===== config.mk =====
export PLATFORM = sky130hd
export DESIGN_NAME = fetch_sequencer
export DESIGN_NICKNAME = d
export VERILOG_FILES = /design/src/rtl/fetch_pkg.sv /design/src/rtl/fetch_sequencer_sat_counter.sv /design/src/rtl/fetch_sequencer.sv
export SDC_FILE = /design/constraint.sdc
export NUM_CORES = 1
export LEC_CHECK = 0
export CORE_ASPECT_RATIO = 0.75
export CORE_MARGIN = 2
export CORE_UTILIZATION = 25
export DETAILED_ROUTE_END_ITERATION = 12
export PLACE_DENSITY_LB_ADDON = 0.3
export SYNTH_ARGS = -nofsm -noshare
export SYNTH_HDL_FRONTEND = slang
export SYNTH_SLANG_ARGS = --single-unit

===== constraint.sdc =====
create_clock -name clk -period 5.4 [get_ports clk]
set_input_delay 1.08 -clock clk [delete_from_list [all_inputs] [get_ports clk]]
set_output_delay 1.08 -clock clk [all_outputs]
set_load 0.02 [all_outputs]

===== src/rtl/fetch_pkg.sv =====
// ============================================================================
// Module : fetch_pkg
// Brief  : Shared state encodings and constants for the instruction-fetch stage.
// Rev    : 1.0  initial release
// ============================================================================
`default_nettype none

package fetch_pkg;

    typedef enum logic [1:0] {
        ST_IDLE  = 2'b00,
        ST_RUN   = 2'b01,
        ST_FLUSH = 2'b10,
        ST_HALT  = 2'b11
    } state_t;

    localparam logic [31:0] PC_INC    = 32'd4;
    localparam logic [31:0] NOP_INSTR = 32'h0000_0000;

endpackage

`default_nettype wire


===== src/rtl/fetch_sequencer_sat_counter.sv =====
// ============================================================================
// Module : sat_counter
// Brief  : Up-counter that sticks at all-ones instead of wrapping.
// Rev    : 1.0  initial release
// ============================================================================
`default_nettype none

module sat_counter #(
    parameter int W = 16
) (
    input  logic         clk,
    input  logic         rst,
    input  logic         inc,
    output logic [W-1:0] q
);

    logic [W-1:0] r_q;

    always_ff @(posedge clk) begin
        if (rst) begin
            r_q <= '0;
        end else if (inc && (r_q != '1)) begin
            r_q <= r_q + W'(1);
        end
    end

    assign q = r_q;

endmodule

`default_nettype wire


===== src/rtl/fetch_sequencer.sv =====
// ============================================================================
// Module : fetch_sequencer
// Brief  : Fetch-stage control FSM with prioritised next-PC select, IR bubble
//          insertion after redirects, and redirect/stall perf counters.
// Rev    : 1.0  initial release
// ============================================================================
`default_nettype none

module fetch_sequencer
    import fetch_pkg::*;
#(
    parameter logic [31:0] RESET_PC     = 32'h0000_0000,
    parameter int          FLUSH_CYCLES = 1,
    parameter int          CNT_W        = 16
) (
    input  logic             clk,
    input  logic             rst,
    input  logic             start,
    input  logic             halt_req,
    input  logic             stall,
    input  logic             jump,
    input  logic             branch,
    input  logic             md_jal,
    input  logic [31:0]      jump_addr,
    input  logic [31:0]      branch_addr,
    input  logic [31:0]      md_jaladdr,
    input  logic [31:0]      pc_cur,
    output logic [1:0]       curr_state,
    output logic [31:0]      pc_next,
    output logic             pc_we,
    output logic             ir_write,
    output logic             flush,
    output logic [CNT_W-1:0] redirect_cnt,
    output logic [CNT_W-1:0] stall_cnt
);

    localparam logic [2:0] c_flush_reload = 3'(FLUSH_CYCLES - 1);

    state_t      r_state;
    state_t      w_state_nxt;
    logic [2:0]  r_fcnt;
    logic [2:0]  w_fcnt_nxt;
    logic        w_redir;
    logic [31:0] w_tgt;
    logic [31:0] w_pc_seq;
    logic        w_redir_inc;
    logic        w_stall_inc;

    assign w_redir  = jump | branch | md_jal;
    assign w_pc_seq = pc_cur + PC_INC;
    assign w_tgt    = jump   ? jump_addr   :
                      branch ? branch_addr :
                               md_jaladdr + PC_INC;

    always_ff @(posedge clk) begin
        if (rst) begin
            r_state <= ST_IDLE;
            r_fcnt  <= 3'd0;
        end else begin
            r_state <= w_state_nxt;
            r_fcnt  <= w_fcnt_nxt;
        end
    end

    always_comb begin
        w_state_nxt = r_state;
        w_fcnt_nxt  = r_fcnt;
        pc_next     = w_pc_seq;
        pc_we       = 1'b0;
        ir_write    = 1'b0;
        flush       = 1'b0;
        w_redir_inc = 1'b0;
        w_stall_inc = 1'b0;

        case (r_state)
            ST_IDLE: begin
                pc_next = RESET_PC;
                pc_we   = 1'b1;
                if (start) begin
                    w_state_nxt = ST_RUN;
                end
            end

            ST_RUN: begin
                if (halt_req) begin
                    w_state_nxt = ST_HALT;
                end else if (w_redir) begin
                    pc_next     = w_tgt;
                    pc_we       = 1'b1;
                    ir_write    = 1'b1;
                    flush       = 1'b1;
                    w_redir_inc = 1'b1;
                    if (FLUSH_CYCLES > 1) begin
                        w_fcnt_nxt  = c_flush_reload;
                        w_state_nxt = ST_FLUSH;
                    end
                end else if (stall) begin
                    w_stall_inc = 1'b1;
                end else begin
                    pc_we    = 1'b1;
                    ir_write = 1'b1;
                end
            end

            ST_FLUSH: begin
                // Bubbles keep loading into IR even while stalled, so the
                // remaining flush count only advances on non-stalled cycles.
                flush    = 1'b1;
                ir_write = 1'b1;
                if (w_redir) begin
                    pc_next     = w_tgt;
                    pc_we       = 1'b1;
                    w_fcnt_nxt  = c_flush_reload;
                    w_redir_inc = 1'b1;
                end else if (!stall) begin
                    pc_we      = 1'b1;
                    w_fcnt_nxt = r_fcnt - 3'd1;
                    if (r_fcnt == 3'd1) begin
                        w_state_nxt = ST_RUN;
                    end
                end
            end

            ST_HALT: begin
                if (start) begin
                    w_state_nxt = ST_RUN;
                end
            end

            default: begin
                w_state_nxt = ST_IDLE;
            end
        endcase
    end

    assign curr_state = r_state;

    sat_counter #(.W(CNT_W)) u_redirect_cnt (
        .clk (clk),
        .rst (rst),
        .inc (w_redir_inc),
        .q   (redirect_cnt)
    );

    sat_counter #(.W(CNT_W)) u_stall_cnt (
        .clk (clk),
        .rst (rst),
        .inc (w_stall_inc),
        .q   (stall_cnt)
    );

endmodule

`default_nettype wire


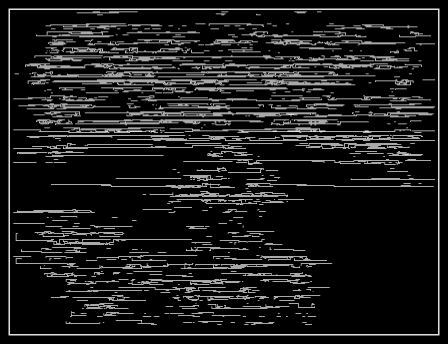
Figure 1: signal wires on met1.
share of all routed wire = 48%
longest straight run = 55.2 um
nets with wire on the layer = 791
wire length on this layer = 7450 um
main direction = horizontal

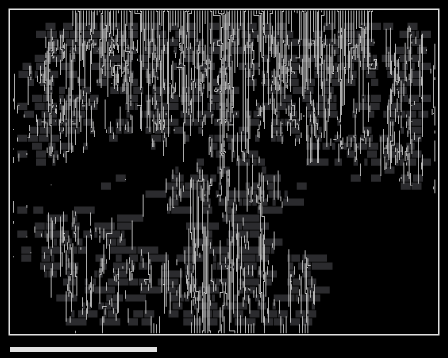
Figure 2: metal 2.
The bar under the picture is 50 um long.
nets with wire on the layer = 728
main direction = vertical
longest straight run = 48.7 um

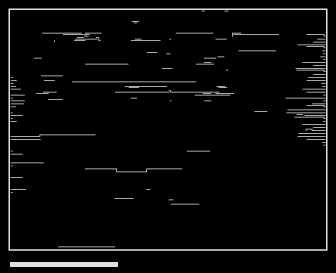
Figure 3: the metal 3 layer.
The bar under the picture is 50 um long.
nets with wire on the layer = 108
share of all routed wire = 6.1%
longest straight run = 57.0 um

==> notes.md <==
State of the implementation.

- The run finished with clean final reports.
- The stage logs contain a warning count of 30.
- The total count of max-transition violations in the final report is 0, for reference.
- Per the OpenROAD floorplan log, the height of the die is 110 um.
- The data arrival time reported for the critical path is 4.06 ns.
- According to the dpl log, the detail-placed design has an HPWL of 12.5 mm.
- The reg2reg setup slack is 2.81 ns, for reference.
- Counting I/O delays and the setup requirement, the final critical path takes 5.14 ns.
- The clock tree from TritonCTS is done, for reference.
- The overall power is 0.00111 W, for reference.
- For this run the aggregate overflow at the end of global routing stands at 0.
- The flow reported a cell area power density of 178 nW/um2.
- The post-CTS setup buffer count is 0, for reference.
- The total clock buffers created by CTS is 5, for reference.
- The sum of negative setup slack is 0 ns, for reference.
- The capture instance of the worst register-to-register path is u_redirect_cnt.q[15]$_SDFFE_PP0P_, for reference.
- The net count reported at finish is 878, for reference.
- The most frequently used flop master after synthesis is dfxtp_1, for reference.
- The final-report setup violation count is 0, for reference.
- The synthesized chip area reported by yosys is 3770 um2, for reference.
- The area fraction of the dominant cell type after synthesis is 19.7%, for reference.
- The mapped netlist covers 3770 um2.
- The pre-CTS setup check shows a worst slack of 0.301 ns.
- The final critical path takes up 95.3% of the cycle.
- Of the total synthesized cell area, the portion taken by XOR and XNOR cells is 19.1%.
- The number of antenna violations at the first check in global routing is 0.
- The critical path capture point is pc_next[24], for reference.
- The maximum clock frequency is 0.194 GHz, for reference.
- Each instance of the synthesized netlist takes up on average 7.09 um2.
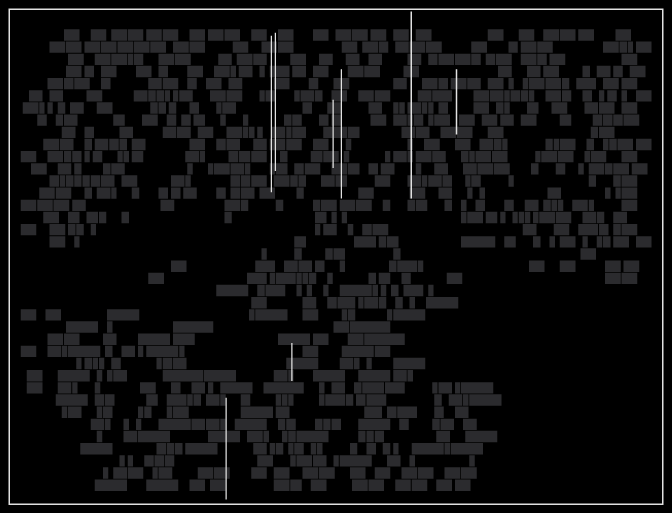
Figure 4: metal 4.
main direction = vertical
longest straight run = 41.5 um
nets with wire on the layer = 8
wire length on this layer = 195 um
sum of routed wire length over all layers: 15.5 mm
via count: 4605

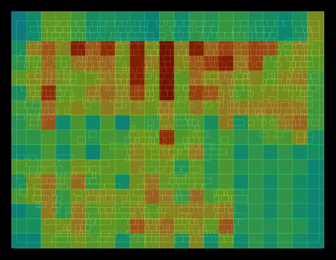
Figure 5: routing congestion.
M3 GR Usage: 3.13%
layer with the highest usage after global routing: met1

[sequential cells by signal, summed over array words and instances (netlist names)]
name              flops
r_fcnt                3
u_redirect_cnt.q     16
curr_state            2
u_stall_cnt.q        16
[stage by stage]
stage,instance area [um2],utilization (%)
CTS,6220,42.6
finish,6220,42.6
floorplan,3770,-
global placement,6060,41.5
global route,6220,42.6
detailed placement,6060,41.5
[how the worst min path moves through the flow]
stage                                                  from                                end  cells past startpoint
after floorplan                      r_fcnt[1]$_SDFFE_PP0P_             r_fcnt[1]$_SDFFE_PP0P_                      2
after global routing      u_redirect_cnt.q[15]$_SDFFE_PP0P_  u_redirect_cnt.q[15]$_SDFFE_PP0P_                      2
final                                r_fcnt[1]$_SDFFE_PP0P_             r_fcnt[1]$_SDFFE_PP0P_                      2
after detailed placement             r_fcnt[1]$_SDFFE_PP0P_             r_fcnt[1]$_SDFFE_PP0P_                      2
after global placement               r_fcnt[1]$_SDFFE_PP0P_             r_fcnt[1]$_SDFFE_PP0P_                      2
after CTS                            r_fcnt[1]$_SDFFE_PP0P_             r_fcnt[1]$_SDFFE_PP0P_                      2
[cell type report]
type / count / area, um2
Fill cell: 1488 / 8380
Multi-Input combinational cell: 448 / 2850
Timing Repair Buffer: 217 / 2140
Sequential cell: 37 / 741
Tap cell: 200 / 250
Clock buffer: 7 / 153
Inverter: 23 / 86.3
Clock inverter: 1 / 5.00
[kinds of logic after synthesis]
family / after synthesis
AND/OR/NAND/NOR: 255
AND-OR/OR-AND: 89
XOR/XNOR: 82
buffers and inverters: 46
flip-flops: 37
multiplexers: 12
adder cells (fa/ha/maj): 10
[cells in the final DEF (no fill, tap or decap), types with 3 or more instances in the layout]
cell type / netlist / routed
nor3_1: 14 / 14
dfxtp_1: 37 / 37
a21oi_1: 18 / 18
ha_1: 10 / 10
nor2b_1: 3 / 3
clkdlybuf4s50_1: 0 / 204
o21ai_0: 19 / 19
mux2i_1: 12 / 12
nand3_1: 33 / 33
clkbuf_16: 0 / 5
buf_4: 1 / 13
nand4_1: 32 / 32
nand2_1: 46 / 46
xor2_1: 32 / 32
or2_2: 3 / 3
inv_1: 23 / 23
xnor2_1: 50 / 50
and3_1: 7 / 7
nand2b_1: 3 / 3
a21o_1: 4 / 4
or3_1: 5 / 5
and4_1: 8 / 8
and2_1: 3 / 3
nor2_1: 83 / 83
a222oi_1: 6 / 6
o221ai_1: 9 / 9
o22ai_1: 23 / 23
[routing by layer]
metal	share of wire, %	routed length, um	GRT usage, %	vias up
li1	-	-	-	2309
met1	48	7450	27.5	2115
met2	44	6880	26.9	165
met3	6.1	936	3.13	16
met4	1.3	195	3.08	0
met5	0	0	0	-
[critical path: stages]
cell	delay (ns)
clkdlybuf4s50_1	0.53
ha_1	0.20
nand3_1	0.25
nor4_4	0.68
nand3_1	0.18
xnor2_1	0.20
a222oi_1	0.09
o22ai_1	0.20
clkdlybuf4s50_1	0.64
[where the power goes]
part | leakage (nW) | internal (W) | switching, W
clock | 0.0799 | 0.000195 | 0.000110
sequential | 0.298 | 0.000277 | 0.00000528
combinational | 1.75 | 0.000259 | 0.000259
Power is estimated from default activity; no workload was simulated.
